run_1/ff_map.png
Other sequential cells in the stronger gray, the rest of the logic in the fainter gray.
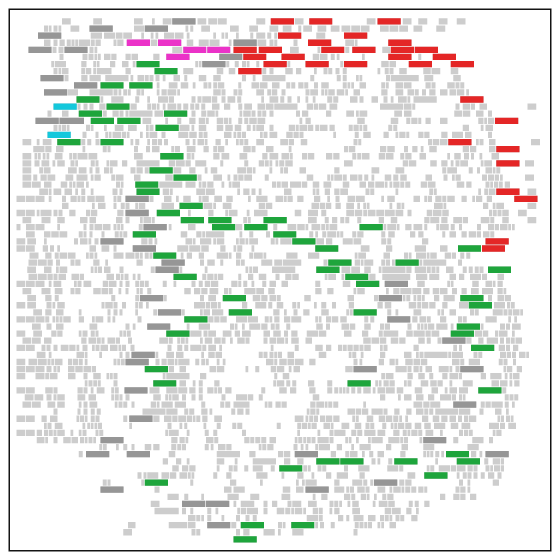
run_1/m2.png
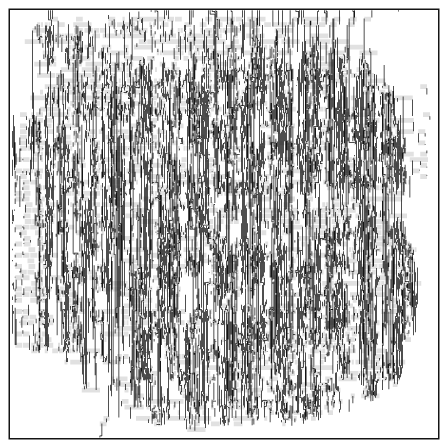
run_1/congestion_map.png
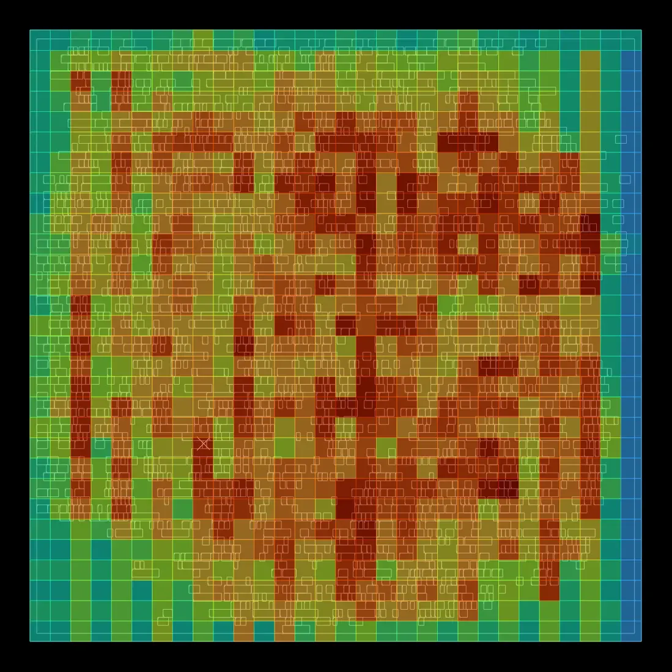
run_1/gates.png
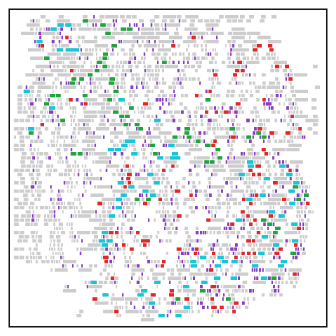
**src/rtl/muldiv_unit.sv**
```systemverilog
// rtl/muldiv_unit.sv - RV32M multiply/divide unit, fixed 33-cycle iterative datapath
// Multiply is radix-2 shift-add and divide is restoring, both on operand magnitudes with a sign fix-up.
module muldiv_unit #(
   parameter int XLEN = 32
) (
   input  logic            clk,
   input  logic            rst,
   input  logic            start,
   input  logic [2:0]      funct3,
   input  logic [XLEN-1:0] rs1_data,
   input  logic [XLEN-1:0] rs2_data,
   input  logic [4:0]      rd,
   input  logic            flush,
   output logic            busy,
   output logic            reg_write,
   output logic [4:0]      write_reg,
   output logic [XLEN-1:0] write_data
);

   localparam int CW = $clog2(XLEN);
   localparam logic [CW-1:0] CNT_LAST = CW'(XLEN - 1);

   typedef enum logic [1:0] {S_IDLE, S_MUL, S_DIV, S_DONE} state_t;

   state_t            state_q, state_d;
   logic [CW-1:0]     cnt_q, cnt_d;
   logic [2*XLEN-1:0] acc_q, acc_d;
   logic [XLEN-1:0]   opb_q, opb_d;
   logic [2:0]        f3_q, f3_d;
   logic [4:0]        rd_q, rd_d;
   logic              neg_q, neg_d, neg_rem_q, neg_rem_d, dz_q, dz_d;
   logic [4:0]        wreg_q, wreg_d;
   logic [XLEN-1:0]   wdata_q, wdata_d;

   // Operand signedness: MULH/MULHSU treat A as signed, only MULH treats B as signed; DIV/REM both.
   logic            a_sgn, b_sgn, a_neg, b_neg;
   logic [XLEN-1:0] a_mag, b_mag;

   always_comb begin
      a_sgn = funct3[2] ? ~funct3[0] : (funct3[1:0] == 2'b01 || funct3[1:0] == 2'b10);
      b_sgn = funct3[2] ? ~funct3[0] : (funct3[1:0] == 2'b01);
      a_neg = a_sgn & rs1_data[XLEN-1];
      b_neg = b_sgn & rs2_data[XLEN-1];
      a_mag = a_neg ? (~rs1_data + 1'b1) : rs1_data;
      b_mag = b_neg ? (~rs2_data + 1'b1) : rs2_data;
   end

   // acc holds {partial product, multiplier} for MUL and {remainder, quotient} for DIV.
   logic [XLEN:0]     mul_sum;
   logic [XLEN:0]     r_shift;
   logic [XLEN+1:0]   div_diff;
   logic [2*XLEN-1:0] iter_next, prod;
   logic [XLEN-1:0]   quo, rem, mul_res, div_res;

   always_comb begin
      mul_sum  = {1'b0, acc_q[2*XLEN-1:XLEN]} + (acc_q[0] ? {1'b0, opb_q} : '0);
      r_shift  = {acc_q[2*XLEN-1:XLEN], acc_q[XLEN-1]};
      div_diff = {1'b0, r_shift} - {2'b00, opb_q};
      if (state_q == S_MUL)
         iter_next = {mul_sum, acc_q[XLEN-1:1]};
      else if (!div_diff[XLEN+1])
         iter_next = {div_diff[XLEN-1:0], acc_q[XLEN-2:0], 1'b1};
      else
         iter_next = {r_shift[XLEN-1:0], acc_q[XLEN-2:0], 1'b0};
      prod    = neg_q ? (~iter_next + 1'b1) : iter_next;
      quo     = iter_next[XLEN-1:0];
      rem     = iter_next[2*XLEN-1:XLEN];
      mul_res = (f3_q[1:0] == 2'b00) ? prod[XLEN-1:0] : prod[2*XLEN-1:XLEN];
      if (f3_q[1])
         div_res = neg_rem_q ? (~rem + 1'b1) : rem;
      else if (dz_q)
         div_res = '1;
      else
         div_res = neg_q ? (~quo + 1'b1) : quo;
   end

   always_comb begin
      state_d   = state_q;
      cnt_d     = cnt_q;
      acc_d     = acc_q;
      opb_d     = opb_q;
      f3_d      = f3_q;
      rd_d      = rd_q;
      neg_d     = neg_q;
      neg_rem_d = neg_rem_q;
      dz_d      = dz_q;
      wreg_d    = wreg_q;
      wdata_d   = wdata_q;
      case (state_q)
         S_IDLE: begin
            if (start && !flush) begin
               f3_d      = funct3;
               rd_d      = rd;
               cnt_d     = '0;
               neg_d     = a_neg ^ b_neg;
               neg_rem_d = a_neg;
               dz_d      = (rs2_data == '0);
               if (funct3[2]) begin
                  acc_d   = {{XLEN{1'b0}}, a_mag};
                  opb_d   = b_mag;
                  state_d = S_DIV;
               end else begin
                  acc_d   = {{XLEN{1'b0}}, b_mag};
                  opb_d   = a_mag;
                  state_d = S_MUL;
               end
            end
         end
         S_MUL, S_DIV: begin
            if (flush) begin
               state_d = S_IDLE;
               cnt_d   = '0;
            end else begin
               acc_d = iter_next;
               cnt_d = cnt_q + 1'b1;
               if (cnt_q == CNT_LAST) begin
                  state_d = S_DONE;
                  wreg_d  = rd_q;
                  wdata_d = (state_q == S_MUL) ? mul_res : div_res;
               end
            end
         end
         default: state_d = S_IDLE;
      endcase
   end

   always_ff @(posedge clk or posedge rst) begin
      if (rst) begin
         state_q   <= S_IDLE;
         cnt_q     <= '0;
         acc_q     <= '0;
         opb_q     <= '0;
         f3_q      <= '0;
         rd_q      <= '0;
         neg_q     <= 1'b0;
         neg_rem_q <= 1'b0;
         dz_q      <= 1'b0;
         wreg_q    <= '0;
         wdata_q   <= '0;
      end else begin
         state_q   <= state_d;
         cnt_q     <= cnt_d;
         acc_q     <= acc_d;
         opb_q     <= opb_d;
         f3_q      <= f3_d;
         rd_q      <= rd_d;
         neg_q     <= neg_d;
         neg_rem_q <= neg_rem_d;
         dz_q      <= dz_d;
         wreg_q    <= wreg_d;
         wdata_q   <= wdata_d;
      end
   end

   assign busy       = (state_q != S_IDLE);
   assign reg_write  = (state_q == S_DONE) && (rd_q != 5'd0) && !flush;
   assign write_reg  = wreg_q;
   assign write_data = wdata_q;

endmodule

```
**config.mk**
```make
export PLATFORM = sky130hd
export DESIGN_NAME = muldiv_unit
export DESIGN_NICKNAME = d
export VERILOG_FILES = /design/src/rtl/muldiv_unit.sv
export SDC_FILE = /design/constraint.sdc
export NUM_CORES = 1
export LEC_CHECK = 0
export CORE_MARGIN = 2
export CORE_UTILIZATION = 40
export DETAILED_ROUTE_END_ITERATION = 6
export PLACE_DENSITY_LB_ADDON = 0.25
export SLEW_MARGIN = 25
export SYNTH_ARGS = -nofsm -noshare
export SYNTH_HDL_FRONTEND = slang
export SYNTH_SLANG_ARGS = --single-unit
```
**constraint.sdc**
```tcl
create_clock -name clk -period 5.7 [get_ports clk]
set_input_delay 1.14 -clock clk [delete_from_list [all_inputs] [get_ports clk]]
set_output_delay 1.14 -clock clk [all_outputs]
set_load 0.01 [all_outputs]
```
==> flow_summary.toml, run 1 <==
# yosys + openroad results
[outcome]
status = "complete, but fails checks"
failed_checks = "design-rule violations"

[final_layout]
lay_top_count = "nand2_1"
post-route-util_pct = 47.1
syn_to_final_growth_pct = 16.5
largest_register_ffs = 64
final_area_sq_mm = 0.0192
drive_gt1_share_pct = 8.60
regMostFlops = "acc_q"
final_cells = 2904

[route]
drt_iter0_markers = 2173
drc = 3
antenna_left = 0

[clock_network]
clk_latency_ns = 0.48
cts_tree = "built"
clockRootBuffer = "clkbuf_16"
cts_hold_buf = 0

[critical_path]
r2r_slack_ns = 0.31
cp-start-kind = "register"
crit_path_end_kind = "register"
crit_path_end = "write_data[26]$_DFFE_PP0P_"
worst_ep_arrival_time_ns = 5.76
startpoint = "acc_q[54]$_DFFE_PP0P_"

[synth]
common_cells = "nand2_1, o21ai_0, a21oi_1"
post-synth-top-count-cell = "nand2_1"
top_area_cell = "dfrtp_1"
yosys-stat-area_sq_mm = 0.0165
adder_share_pct = 5.93
syn_nets = 2405
ys.flop_type = "dfrtp_1"
muxShareOfSynthArea_pct = 4.23
synthAoiAreaFrac_pct = 29.5
synth.avg_cell_area_sq_um = 7.32
synth_seq_share_pct = 22.8
netlist_area_sq_mm = 0.0165
async_flop_share_pct = 100

[timing]
rsz0062_at_grt = "no"
period_used_pct = 94.5
fin_ws_ns = 0.315
maxSlewHeadroom_pct = 32.4
clock.fmax_ghz = 0.186

[power]
switchingPower_mw = 8.05
p_comb_share_pct = 77.9
max-vdd-ir-drop_uv = 307
p_leak_nw = 8.00
p_sw_share_pct = 57.6
p_seq_share_pct = 13.2
cell_internal_pwr_mw = 5.92
power_frac_clock_pct = 8.9

[die]
io_pins = 115
fp.dieW_um = 207

[worst_hold_path]
hold_path_depth = 2
min_to = "write_reg[0]$_DFFE_PP0P_"
hold_path_class = "reg -> reg"

[placed_design]
gp_congestion = 1.06
dp_hpwl_um = 55800
numPortBuffers = 114

[run]
warnings = 29

[global_routing]
grt_max_degree = 88
Notes on ff_map.png above:
| color | netlist name | sequential cells |
|---|---|---|
| green | acc_q | 64 |
| red | write_data | 32 |
| cyan | f3_q | 2 |
| magenta | rd_q | 5 |

Notes on m2.png above:
wire length on this layer: 30.5 mm
share of all routed wire: 44%

Notes on congestion_map.png above:
WL per Instance: 24.1 um
GRT Util Overall: 31.7%

Notes on gates.png above:
| color | family | cells | most used |
|---|---|---|---|
| red | non-inverting ao/oa cells | 110 | a21o_1 |
| green | mux cells | 67 | mux2i_1 |
| cyan | fa/ha/maj cells | 77 | ha_1 |
| purple | nand cells | 414 | nand2_1 |

run 1: power by group through the flow:
| stage | Sequential [mW] | Clock [mW] | Combinational, mW |
|---|---|---|---|
| 4_1_cts | 1.82 | 1.25 | 10.5 |
| 3_3_place_gp | 1.82 | 0 | 10.5 |
| 2_1_floorplan | 1.65 | 0 | 6.68 |
| 3_5_place_dp | 1.84 | 0 | 10.5 |
| 6_report | 1.84 | 1.24 | 10.9 |
| 5_1_grt | 1.89 | 1.30 | 11.5 |
run 1: repair_timing:
| item | CTS | global route |
|---|---|---|
| endpoints found under the setup margin | 0 | 2 |
| setup buffers | 0 | 2 |
| resized | 0 | 1 |
run 1: layer usage:
layer | wire length [um] | track usage (%) | share of wire [%]
met5 | 17 | 0 | 0.024
met4 | 2680 | 12.3 | 3.8
met3 | 5690 | 4.53 | 8.1
met2 | 30500 | 48.7 | 44
met1 | 31000 | 44.9 | 44
run 1: critical path, stage by stage (launching register included):
cell	delay [ns]
dfrtp_1	0.42
ha_1	0.42
and3_4	0.23
a221o_1	0.43
a22o_1	0.31
nor3_4	0.25
a21boi_2	0.14
nor2_1	0.17
ha_1	0.19
o211ai_1	0.11
o21bai_1	0.19
or2_1	0.25
or4_1	0.59
or3_1	0.41
o21ai_2	0.14
and3_1	0.22
nand2_1	0.14
o31ai_2	0.29
xor2_1	0.10
a211o_1	0.29
run 1: cell type report:
cell class	count	area, sq um	area share, %
inverters	77	294	1.53
well taps	532	666	3.47
flip-flops and latches	150	3750	19.6
clock buffers	19	453	2.36
multi-input cells	1893	11900	62.1
repair buffers	220	1940	10.1
clock inverters	13	159	0.827
==> run 2: changes to the inputs <==
--- a/config.mk
+++ b/config.mk
@@ -5,6 +5,7 @@
 export SDC_FILE = /design/constraint.sdc
 export NUM_CORES = 1
 export LEC_CHECK = 0
+export CORE_ASPECT_RATIO = 0.5
 export CORE_MARGIN = 2
 export CORE_UTILIZATION = 40
 export DETAILED_ROUTE_END_ITERATION = 6
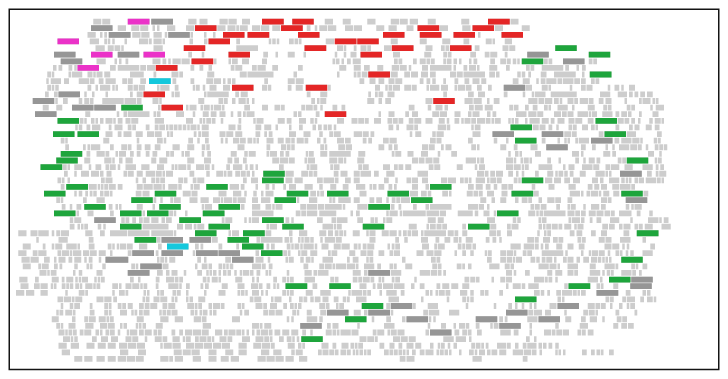
run_2/ff_map.png
Other sequential cells in the stronger gray, the rest of the logic in the fainter gray.
| color | netlist name | sequential cells |
|---|---|---|
| red | write_data | 32 |
| magenta | rd_q | 5 |
| green | acc_q | 64 |
| cyan | f3_q | 2 |
not colored: 47

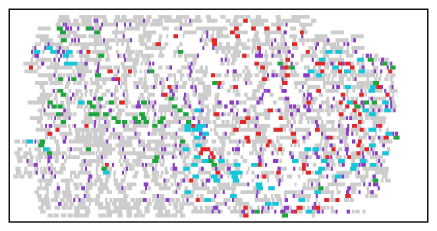
run_2/gates.png
| color | family | cells | most used |
|---|---|---|---|
| cyan | fa/ha/maj cells | 77 | ha_1 |
| green | mux cells | 67 | mux2i_1 |
| red | non-inverting ao/oa cells | 110 | a21o_1 |
| purple | nand cells | 414 | nand2_1 |

==> flow_summary.toml, run 2 <==
# yosys + openroad results
[timing]
fin_ws_ns = 0.297
slew_viol_final = 0
fin_skew_ns = 0.0110
rsz0062_at_grt = "no"
report.final.setup_viol = 0
tightest_slew_ns = 0.998
clock.fmax_ghz = 0.185
maxSlewHeadroom_pct = 33.1
holdWs_ns = 0.483
hold_violations = 0
period_used_pct = 94.8

[placed_design]
dp_hpwl_um = 55600
dp_worst_setup_slack_ns = 0.240
place_inst = 2875
dpl_cell_area_sq_mm = 0.0186
numPortBuffers = 114
gp_congestion = 1.04

[synth]
yosys-stat-area_sq_mm = 0.0165
post-synth-top-count-cell = "nand2_1"
top_area_share_pct = 22.8
top_area_cell = "dfrtp_1"
muxShareOfSynthArea_pct = 4.23
common_cells = "nand2_1, o21ai_0, a21oi_1"
synthAoiAreaFrac_pct = 29.5
ys.flop_type = "dfrtp_1"
yosys_warnings = 0
top_logic_kind = "AND-OR/OR-AND gates"
netlist_area_sq_mm = 0.0165
postSynthCellCount = 2252
synth.avg_cell_area_sq_um = 7.32
adder_share_pct = 5.93
xor_share_pct = 8.34
async_flop_share_pct = 100
syn_nets = 2405
synth_seq_share_pct = 22.8

[outcome]
status = "completed"

[critical_path]
cpPeakStageDelay_ns = 0.58
required_ns = 6.04
worst_ep_arrival_time_ns = 5.74
crit_type = "reg -> reg"
cp-start-kind = "register"
crit_slowest_cell = "or4_1"
cp_top_family = "simple AND/OR/NAND/NOR gates"
cp_num_buf_inv = 1
crit_path_end = "write_data[26]$_DFFE_PP0P_"
path_cells = "inv_1 > ha_2 > and3_4 > a221o_1 > a22o_1 > nor3_4 > a21boi_2 > nor2_1 > ha_1 > o211ai_1 > o21bai_1 > or2_1 > or4_1 > or3_1 > o21ai_2 > and3_2 > nand2_1 > o31ai_1 > xor2_1 > a211o_1"
crit_path_end_kind = "register"
startpoint = "opb_q[23]$_DFFE_PP0P_"
r2r_slack_ns = 0.30
r2r-start = "opb_q[23]$_DFFE_PP0P_"
crit_cells = 20

[power]
p_leak_nw = 7.98
powerDensity_mw_per_mm2 = 717
max-vdd-ir-drop_uv = 321

[clock_network]
cts_buffers = 17
clockRootBuffer = "clkbuf_16"
clk_latency_ns = 0.46
cts_tree = "built"
postCtsSetupBuffers = 0

[run]
max_cap_violations = 0
warnings = 29

[route]
antenna_left = 0
drc = 0
wire_per_inst_um = 24.0
drt_iter0_markers = 2451
firstDrtPassIters = 6
vias = 18100

[final_layout]
final_cell_mix = "nand2_1, o21ai_0, a21oi_1"
syn_to_final_growth_pct = 16.3
drive_gt1_share_pct = 8.45
lay_top_count = "nand2_1"
final_area_sq_mm = 0.0192
post-route-util_pct = 47.3
largest_register_ffs = 64
final_cells = 2908
regMostFlops = "acc_q"

[global_routing]
grt_use_total_pct = 32.2
grt_antenna_before_repair = 5
grt_max_degree = 79

[die]
fp.dieW_um = 291
num_rows = 52
io_pins = 115

[worst_hold_path]
hold_path_depth = 2
min_to = "write_data[5]$_DFFE_PP0P_"
hold_path_class = "reg -> reg"
-- run 2: logic make-up after synthesis --
group	count (synthesis)
buffers and inverters	209
AOI/OAI and AO/OA	763
and+or+nand+nor	829
xor gates and xnor gates	157
muxes	67
adders and majority gates	77
DFF	150
-- run 2: layer usage --
| layer | wire length (um) | share of wire (%) | track usage (%) | vias to the layer above |
|---|---|---|---|---|
| met2 | 28900 | 41 | 47.5 | 833 |
| met3 | 8060 | 12 | 8.25 | 83 |
| met1 | 31500 | 45 | 47.0 | 8719 |
| met4 | 1240 | 1.8 | 6.87 | 2 |
| li1 | - | - | - | 8443 |
| met5 | 11 | 0.016 | 0 | - |
-- run 2: what timing repair did --
action	CTS	global route
gates resized	0	2
hold buffers	0	0
endpoints found under the setup margin	0	3
-- run 2: layout make-up --
class                           count  area, sq um
Sequential cell                   150         3750
Tap cell                          540          676
Timing Repair Buffer              215         1910
Fill cell                        4130        21400
Clock inverter                     13          166
Antenna cell                        1         2.50
Clock buffer                       19          443
Inverter                           77          294
Multi-Input combinational cell   1893        11900
-- run 2: worst min-delay path: stages, from the launching register on --
cell,delay (ns)
dfrtp_1,0.34
nand2_1,0.04
o21ai_0,0.06
-- run 2: report_power, final --
part	total [mW]	internal (mW)	switching [mW]
Combinational	10.7	3.74	6.99
Clock	1.24	0.707	0.532
Sequential	1.79	1.40	0.388
Total	13.8	5.85	7.91
==> run 3: changes to the inputs <==
--- a/config.mk
+++ b/config.mk
@@ -5,6 +5,7 @@
 export SDC_FILE = /design/constraint.sdc
 export NUM_CORES = 1
 export LEC_CHECK = 0
+export ABC_AREA = 1
 export CORE_ASPECT_RATIO = 0.5
 export CORE_MARGIN = 2
 export CORE_UTILIZATION = 40
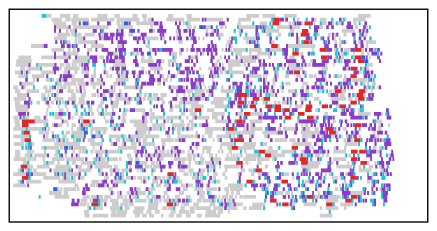
run_3/gates.png
| color | family | cells | most used |
|---|---|---|---|
| red | fa/ha/maj cells | 77 | ha_1 |
| purple | nand cells | 1215 | nand2_1 |
| cyan | inv cells | 429 | inv_1 |
| blue | non-inverting ao/oa cells | 14 | o21a_1 |

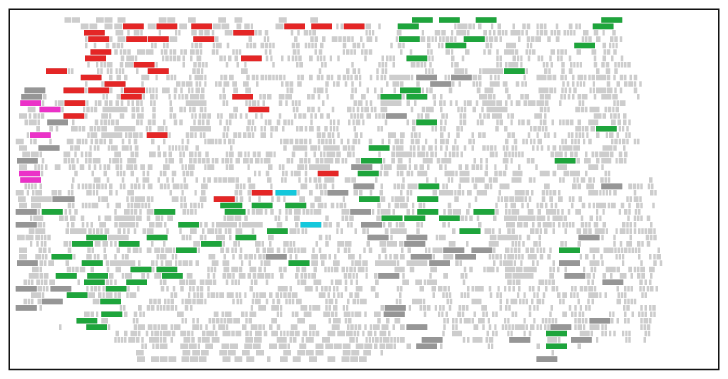
run_3/ff_map.png
Other sequential cells in the stronger gray, the rest of the logic in the fainter gray.
| color | netlist name | sequential cells |
|---|---|---|
| magenta | rd_q | 5 |
| green | acc_q | 64 |
| cyan | f3_q | 2 |
| red | write_data | 32 |
not colored: 47

==> flow_summary.toml, run 3 <==
# yosys + openroad results
[timing]
report.final.setup_viol = 0
tightest_slew_ns = 0.952
rsz0062_at_grt = "no"
fin_ws_ns = 0.736
hold_violations = 0
fin_skew_ns = 0.0118
period_used_pct = 87.1

[power]
power_frac_clock_pct = 8.7
pg_comb_mw = 11.4
clk-power_mw = 1.26
cell_internal_pwr_mw = 5.13
p_comb_share_pct = 78.8
p_seq_share_pct = 12.5
p_sw_share_pct = 64.6
p_leak_nw = 10.0

[clock_network]
cts_tree = "built"
clockRootBuffer = "clkbuf_16"

[route]
drt_iter0_markers = 3314
antenna_left = 0
wl_met1_um = 35900
wire_per_inst_um = 22.4
drc = 0
firstDrtPassIters = 6
dr.max_layer_used = "met4"
dr_wl_met3_um = 10500

[critical_path]
crit_type = "reg -> reg"
cp-start-kind = "register"
crit_path_end_kind = "register"
crit_slowest_cell = "dfrtp_1"
worst_ep_arrival_time_ns = 5.37

[placed_design]
place_inst = 3592
dp_worst_setup_slack_ns = 0.968
numPortBuffers = 114
dp_hpwl_um = 64500
gp_congestion = 1.10

[synth]
adder_share_pct = 5.55
async_flop_share_pct = 100
synth.avg_cell_area_sq_um = 5.93
synthAoiAreaFrac_pct = 16.1
xor_share_pct = 5.12
netlist_area_sq_mm = 0.0176
muxShareOfSynthArea_pct = 0
ys.flop_type = "dfrtp_1"
syn_nets = 3126
yosys_warnings = 0

[final_layout]
fillers = 4755
largest_register_ffs = 64
syn_to_final_growth_pct = 12.7
lay_top_count = "nand2_1"

[global_routing]
grt_use_total_pct = 34.8
use_met2_pct = 49.7
grt_antenna_before_repair = 2
grtUsageMet3_pct = 9.61

[die]
io_pins = 115
num_rows = 54
fp.dieW_um = 301

[outcome]
status = "completed"
[run 3: cell count changes after synthesis, sizes merged, moves of 47 or more]
cell,delta
a21oi,-59
xnor2,-61
and2,-47
nand2,+588
nor2,+124
inv,+350
nand3,+219
[run 3: worst paths after layout]
kind,to,slack [ns],cells after the start,startpoint
max in group asynchronous,opb_q[20]$_DFFE_PP0P_,3.52,3,rst
min in group asynchronous,write_data[10]$_DFFE_PP0P_,1.19,2,rst
hold / removal,write_data[26]$_DFFE_PP0P_,0.48,2,write_data[26]$_DFFE_PP0P_
hold reg to reg,write_data[26]$_DFFE_PP0P_,0.48,2,write_data[26]$_DFFE_PP0P_
setup / recovery,write_data[8]$_DFFE_PP0P_,0.74,29,acc_q[33]$_DFFE_PP0P_
setup reg to reg,write_data[8]$_DFFE_PP0P_,0.74,29,acc_q[33]$_DFFE_PP0P_
[run 3: worst reg2reg max path, delay by kind of cell, from the launching register on]
kind / cells / cell delay (ns)
AND/OR/NAND/NOR: 23 / 3.17
adder cells (fa/ha/maj): 2 / 0.63
AND-OR/OR-AND: 3 / 0.49
flip-flops: 1 / 0.47
buffers and inverters: 1 / 0.16
[run 3: area by class of cell]
class / instances / area, sq um / share of cell area [%]
diodes: 1 / 2.50 / 0.0126
clock buffers: 17 / 425 / 2.14
clock inverters: 15 / 188 / 0.945
inverters: 429 / 1620 / 8.14
multi-input cells: 2281 / 11800 / 59.2
flip-flops and latches: 150 / 3760 / 18.9
well taps: 588 / 736 / 3.70
repair buffers: 144 / 1390 / 6.98
[run 3: per-stage QoR]
step                cell area (sq um)  hold WS [ns]  util, %
floorplan                       17600         0.443        -
global placement                19200         0.466     44.2
detailed placement              19200         0.465     44.2
CTS                             19900         0.485     45.6
global route                    19900         0.505     45.6
finish                          19900         0.484     45.7
Power and IR drop assume default switching activity.
